[src/rtl/cache_pkg.sv]
// Shared definitions for the L2 port arbiter: parameter defaults, FSM state
// encoding and a saturating counter helper.
package cache_pkg;

  localparam int DEF_ADDR_WIDTH    = 11;
  localparam int DEF_DATA_WIDTH    = 8;
  localparam int DEF_L1_BLOCK_SIZE = 16;

  localparam logic [15:0] GRANT_CNT_MAX = 16'hFFFF;

  typedef enum logic [1:0] {
    IDLE  = 2'd0,
    ISSUE = 2'd1,
    WAIT  = 2'd2,
    RESP  = 2'd3
  } arb_state_e;

  // Grant counters stick at all-ones instead of wrapping.
  function automatic logic [15:0] sat_inc(input logic [15:0] v);
    return (v == GRANT_CNT_MAX) ? v : v + 16'd1;
  endfunction

endpackage

[src/rtl/rr_arb2.sv]
// Two-way round-robin pick. last_grant holds the index of the previous
// winner; on a tie the other requester wins. Output grant is one-hot or zero.
module rr_arb2 (
  input  logic [1:0] req,
  input  logic       last_grant,
  output logic [1:0] grant
);

  // Single requester wins outright; a tie goes to the one not served last.
  always_comb begin
    grant = req;
    if (req == 2'b11) begin
      grant = last_grant ? 2'b01 : 2'b10;
    end
  end

endmodule

[src/rtl/l2_port_arbiter.sv]
// Arbitrates two L1 requesters onto one shared L2 request port.
//
// Handshake: a requester raises reqN_read and/or reqN_write (write wins when
// both are set) with addr/wdata and holds them until reqN_ready pulses for
// one cycle; rdata/hit are valid with that pulse and held afterwards. On the
// L2 side exactly one of l2_read/l2_write is held with stable addr/wdata
// until l2_ready is seen high on a rising edge; l2_ready at any other time is
// ignored. While a requester's ready pulse is visible its request is not
// sampled, so a level request cannot be served twice.
module l2_port_arbiter
  import cache_pkg::*;
#(
  parameter int  ADDR_WIDTH    = DEF_ADDR_WIDTH,
  parameter int  DATA_WIDTH    = DEF_DATA_WIDTH,
  parameter int  L1_BLOCK_SIZE = DEF_L1_BLOCK_SIZE,
  localparam int BW            = L1_BLOCK_SIZE * DATA_WIDTH
) (
  input  logic                  clk,
  input  logic                  rst_n,
  input  logic [ADDR_WIDTH-1:0] req0_addr,
  input  logic                  req0_read,
  input  logic                  req0_write,
  input  logic [BW-1:0]         req0_wdata,
  output logic [BW-1:0]         req0_rdata,
  output logic                  req0_ready,
  output logic                  req0_hit,
  input  logic [ADDR_WIDTH-1:0] req1_addr,
  input  logic                  req1_read,
  input  logic                  req1_write,
  input  logic [BW-1:0]         req1_wdata,
  output logic [BW-1:0]         req1_rdata,
  output logic                  req1_ready,
  output logic                  req1_hit,
  output logic [ADDR_WIDTH-1:0] l2_addr,
  output logic                  l2_read,
  output logic                  l2_write,
  output logic [BW-1:0]         l2_wdata,
  input  logic [BW-1:0]         l2_rdata,
  input  logic                  l2_ready,
  input  logic                  l2_hit,
  output logic [15:0]           grant_cnt0,
  output logic [15:0]           grant_cnt1,
  output arb_state_e            dbg_state
);

  logic [1:0]            req_vec;
  logic [1:0]            grant;
  logic                  last_grant;
  logic                  win;
  logic                  lat_write;
  logic [ADDR_WIDTH-1:0] lat_addr;
  logic [BW-1:0]         lat_wdata;
  logic [BW-1:0]         cap_rdata;
  logic                  cap_hit;

  // A requester whose ready pulse is currently visible is masked out.
  assign req_vec = {(req1_read | req1_write) & ~req1_ready,
                    (req0_read | req0_write) & ~req0_ready};

  rr_arb2 u_rr_arb2 (
    .req        (req_vec),
    .last_grant (last_grant),
    .grant      (grant)
  );

  // Transaction FSM with all outputs registered; reset aborts any transaction.
  always_ff @(posedge clk or posedge rst_n) begin
    if (rst_n) begin
      dbg_state  <= IDLE;
      last_grant <= 1'b1;
      win        <= 1'b0;
      lat_write  <= 1'b0;
      lat_addr   <= '0;
      lat_wdata  <= '0;
      cap_rdata  <= '0;
      cap_hit    <= 1'b0;
      l2_addr    <= '0;
      l2_read    <= 1'b0;
      l2_write   <= 1'b0;
      l2_wdata   <= '0;
      req0_ready <= 1'b0;
      req0_rdata <= '0;
      req0_hit   <= 1'b0;
      req1_ready <= 1'b0;
      req1_rdata <= '0;
      req1_hit   <= 1'b0;
      grant_cnt0 <= '0;
      grant_cnt1 <= '0;
    end else begin
      req0_ready <= 1'b0;
      req1_ready <= 1'b0;
      case (dbg_state)
        IDLE: begin
          if (grant != 2'b00) begin
            win        <= grant[1];
            last_grant <= grant[1];
            lat_addr   <= grant[1] ? req1_addr  : req0_addr;
            lat_wdata  <= grant[1] ? req1_wdata : req0_wdata;
            lat_write  <= grant[1] ? req1_write : req0_write;
            dbg_state  <= ISSUE;
          end
        end
        ISSUE: begin
          l2_addr   <= lat_addr;
          l2_wdata  <= lat_wdata;
          l2_write  <= lat_write;
          l2_read   <= ~lat_write;
          dbg_state <= WAIT;
        end
        WAIT: begin
          if (l2_ready) begin
            cap_rdata <= l2_rdata;
            cap_hit   <= l2_hit;
            l2_read   <= 1'b0;
            l2_write  <= 1'b0;
            dbg_state <= RESP;
          end
        end
        RESP: begin
          if (win) begin
            req1_ready <= 1'b1;
            req1_rdata <= cap_rdata;
            req1_hit   <= cap_hit;
            grant_cnt1 <= sat_inc(grant_cnt1);
          end else begin
            req0_ready <= 1'b1;
            req0_rdata <= cap_rdata;
            req0_hit   <= cap_hit;
            grant_cnt0 <= sat_inc(grant_cnt0);
          end
          dbg_state <= IDLE;
        end
        default: dbg_state <= IDLE;
      endcase
    end
  end

endmodule

[config.mk]
export PLATFORM = sky130hd
export DESIGN_NAME = l2_port_arbiter
export DESIGN_NICKNAME = d
export VERILOG_FILES = /design/src/rtl/cache_pkg.sv /design/src/rtl/rr_arb2.sv /design/src/rtl/l2_port_arbiter.sv
export SDC_FILE = /design/constraint.sdc
export NUM_CORES = 2
export LEC_CHECK = 0
export ABC_AREA = 1
export CORE_MARGIN = 2
export CORE_UTILIZATION = 24
export CTS_CLUSTER_DIAMETER = 80
export DETAILED_ROUTE_END_ITERATION = 10
export GPL_ROUTABILITY_DRIVEN = 0
export SYNTH_ARGS = -nofsm -noshare
export SYNTH_HDL_FRONTEND = slang
export SYNTH_SLANG_ARGS = --single-unit
[constraint.sdc]
create_clock -name clk -period 31.7 [get_ports clk]
set_input_delay 6.34 -clock clk [delete_from_list [all_inputs] [get_ports clk]]
set_output_delay 6.34 -clock clk [all_outputs]
set_load 0.01 [all_outputs]
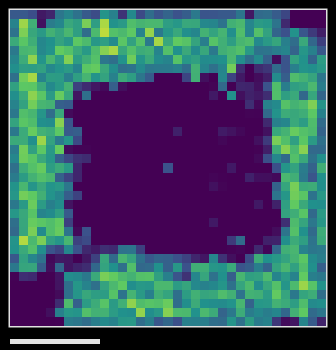
(images/cell_density.png)
The bar under the picture is 100 um long. The die is cut into 35 by 35 equal tiles; dark purple is low, yellow is high, 0 to 100% covered.
- nearly empty tiles: 33%
- emptiest ninth of the die: centre
- mean over tiles: 32%
- tiles over 75% full: 4.5%
- fullest tile: 90%
- densest ninth of the die: north-west
floorplan utilization: 0.243
final core occ: 0.349
core area: 118000 um^2

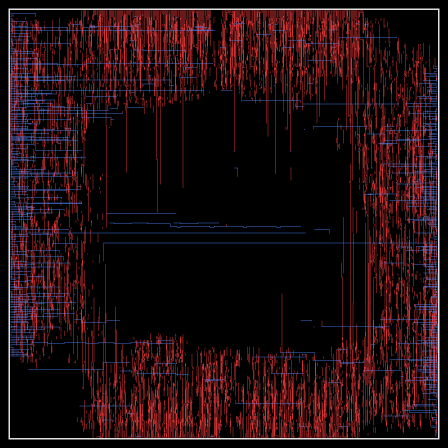
(images/wires.png)
Only two layers are drawn.
- red: metal 2 (wire length 47.3 mm)
- blue: metal 3 (wire length 8600 um)
gr usage total: 0.155
Routed WL: 98.4 mm
vias after detailed routing: 24300
Routed WL per cell: 17.0 um

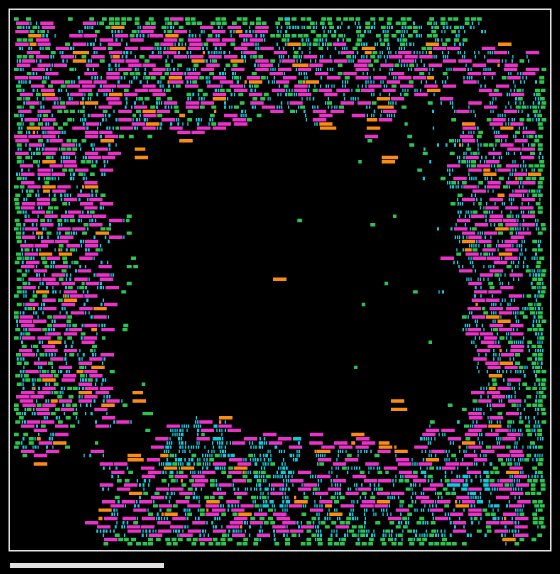
(images/placement_by_type.png)
The bar under the picture is 100 um long.
- green: other buffers and delay cells (cells 873; share of their area 22%)
- magenta: flops (cells 706; share of their area 45%)
- orange: clock drivers and dummy loads (cells 143; share of their area 7.0%)
- cyan: combinational and other logic (cells 2460; share of their area 26%)
Seq area share: 0.428
Finished Cell Area: 41300 um^2

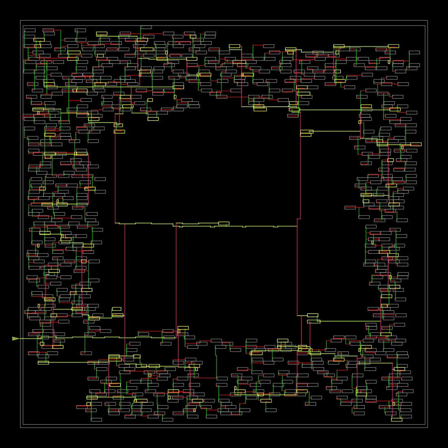
(images/clocks.png)
FFs & Latches: 706
Clk. pwr: 961 uW
Sink Count: 706
CLK BUF: 111

[synthesized netlist by cell type]
cell	n	area, um^2
nand2_1	1662	6240
dfrtp_1	705	17600
o21ai_0	398	1990
inv_1	161	604
nand3_1	152	761
clkbuf_1	93	349
buf_2	79	395
nor2_1	40	150
buf_1	10	37.5
xnor2_1	10	87.6
buf_6	9	101
nand4_1	9	56.3
ha_1	6	75.1
xor2_1	4	35.0
buf_4	3	22.5
inv_2	3	11.3
nor2_4	3	33.8
a21oi_1	2	10.0
nand2_2	2	12.5
nor2_2	2	12.5
o21ai_4	2	32.5
a31o_2	1	8.76
dfstp_2	1	26.3
nand3_2	1	10.0
nand3b_1	1	7.51
or2_2	1	6.26
[metal layers]
layer / wire length [um] / global-route usage / vias to the layer above
li1: - / - / 12000
met1: 40200 / 0.185 / 11500
met2: 47300 / 0.261 / 704
met3: 8600 / 0.0542 / 128
met4: 2220 / 0.0470 / 14
met5: 103 / 0 / -
[cell type report]
cell class                 instances  area [um^2]
antenna                            5         12.5
fill                           12100        77100
clock buffer                     111         2280
multi-input combinational       2296         9570
sequential                       706        17700
timing repair buffer             873         8690
tap                             1600         2000
inverter                         164          636
clock inverter                    32          462
[logic make-up after synthesis]
| kind of cell | count (synthesis) | synth area share |
|---|---|---|
| AND/OR/NAND/NOR | 1873 | 0.254 |
| AND-OR/OR-AND | 403 | 0.0711 |
| buffers and inverters | 358 | 0.0530 |
| flip-flops | 706 | 0.615 |
| XOR/XNOR | 14 | 0.00427 |
| adder cells (fa/ha/maj) | 6 | 0.00261 |
[metrics by stage]
step | hold slack, ps | power, mW | utilization | setup WS, ps | std cells
detailed placement | 457 | 3.17 | 0.326 | 20620 | 5639
floorplan | 443 | 2.33 | - | 5560 | 3360
CTS | 438 | 4.16 | 0.349 | 21310 | 5782
global placement | 454 | 3.14 | 0.326 | 20660 | 5639
global route | 479 | 4.39 | 0.349 | 20780 | 5785
finish | 435 | 4.09 | 0.349 | 21520 | 5787
[power by group through the flow]
stage                     clock network, mW  logic (mW)  registers, mW
after floorplan                           0       0.751           1.58
after global placement                    0        1.64           1.50
after detailed placement                  0        1.66           1.51
after CTS                             0.989        1.67           1.50
after global routing                   1.03        1.82           1.54
final                                 0.961        1.63           1.50
[worst paths after layout]
kind                                     from        endpoint  slack, ps  cells after the start
worst max-delay path                    rst_n     lat_addr[4]      21520                      6
worst min-delay path            lat_wdata[14]    l2_wdata[14]        430                      2
worst max register to register     req1_ready   lat_wdata[73]      27900                      8
worst min register to register  lat_wdata[14]    l2_wdata[14]        430                      2
max in group clk                   req1_write   lat_wdata[73]      22140                     10
min in group asynchronous               rst_n  req1_rdata[67]       6250                      2
[state kept, by name, indices dropped and copies added (netlist names), 2 cells and up]
register	count
lat_addr	11
req1_rdata	128
cap_rdata	128
dbg_state	2
l2_wdata	128
lat_wdata	128
grant_cnt0	16
grant_cnt1	16
req0_rdata	128
l2_addr	11
[worst reg2reg max path: stages (launching register included)]
cell     delay [ps]
dfrtp_1         480
nor2_4          830
nor2_4          100
nor2_4          100
buf_4           720
inv_4           570
buf_4           570
nand2_1         290
nand2_1          70
==> job_summary.md <==
## PnR job results

| Metric | Value |
|---|---|
| Comb power frac | 0.399 |
| Cell at the slowest stage of the critical path | buf_4 |
| Length of the first detailed-routing pass in iterations | 6 |
| Most numerous logic cell after layout | nand2_1 |
| Cells along the critical path | clkdlybuf4s50_1, inv_8, buf_4, buf_4, buf_4, buf_4 |
| RSZ-0062 raised after global routing | false |
| H-Tree Level Count | 3 |
| Final worst path period share | 0.321 |
| Leakage | 19.6 nW |
| Vias in the first global route | ~24000 |
| Min-delay worst type | reg2reg |
| Post-route setup TNS | 0 ps |
| Placed Area | 38600 um^2 |
| Nature of the critical path endpoint | async pin |
| P_int | ~2.5 mW |
| Data arrival time of the worst path | 10790 ps |
| Port Buffer Count | 848 |
| Setup violations, final | 0 |
| Initial antenna violation count | 17 |
| Clock buffer depth | 3 |
| Initial DRC Count | 1567 |
| Number of distinct library cells after synthesis | 26 |
| Latency at later pin | 660 ps |
| CP max stage delay | between 800 and 900 ps |
| Fmax | 98.2 MHz |
| CP most frequent cell | buf_4 |
| DIE WIDTH | between 300 and 400 um |
| Hpwl dp | 69.2 mm |
| Final #Nets | 4542 |
| Yosys cell count | roughly 3400 |
| Sequential share of power | 0.366 |
| Cts hold-fix bufs | 0 |
| Post-DRT Antenna Nets | 0 |
| Setup Fix Bufs, Post-CTS | 0 |
| Clock network power share | 0.235 |
| Clock Pin Slew Worst Setup and Hold Paths | 60 ps |
| Ys flops | 706 |
| Avg Inst Size Synth | ~8.5 um^2 |
| Post-Syn Nets | 3780 |
| CP max FO | 128 |
| Minimum clock period after layout | between 10000 and 15000 ps |
| Register area share after synthesis | 0.615 |
| Synth-to-Final Area Change | 43.9% |
| IO Pins | 849 |
| Actual slew at the worst max-slew pin | around 1100 ps |
| Skew final | 44.7 ps |
| Yosys stat area | 28700 um^2 |
| Synthesis warning total | 0 |
| Mapped Area | 28700 um^2 |
| Cells after Synth | between 3000 and 4000 |
| Core Rows | 126 |
| Switching pwr | between 1.5 and 2 mW |
| Gr ovfl total | 0 |
| OpenROAD warning count | 38 |
| First-pass GRT wire length | ~150 mm |
| CP top delay family | buffers and inverters |
| Root Buffer | clkbuf_16 |
| Worst path bufs/invs | 6 |
| Endpoints failing hold | 0 |
| Switching part of the total | 0.379 |
| Share of cells above drive strength 1 | 0.0418 |
| CP Class | in2async |
| Max VDD drop | 0.0522 mV |
| Startpoint Class | input pin |
| Die Height | between 300 and 400 um |
| Top Layout Cells | nand2_1, clkdlybuf4s50_1, dfrtp_1 |
| Slew Limit Fails | 0 |
| Critical Path RT | roughly 32000 ps |
| CTS tree | built |
| Cts bufs inserted | around 80 |
| PostCTS Resize Cnt | 0 |
| Chip area | 122000 um^2 |
| Via-per-instance ratio | ~4.2 |
| Largest net degree at the start of global routing | 212 |
| Outcome | finished clean |
| DRC | 0 |
| Pwr Density | around 100 nW/um^2 |
| Max-cap check violation count | 0 |
| Relative slew slack | 0.251 |
Power and IR drop assume default switching activity.
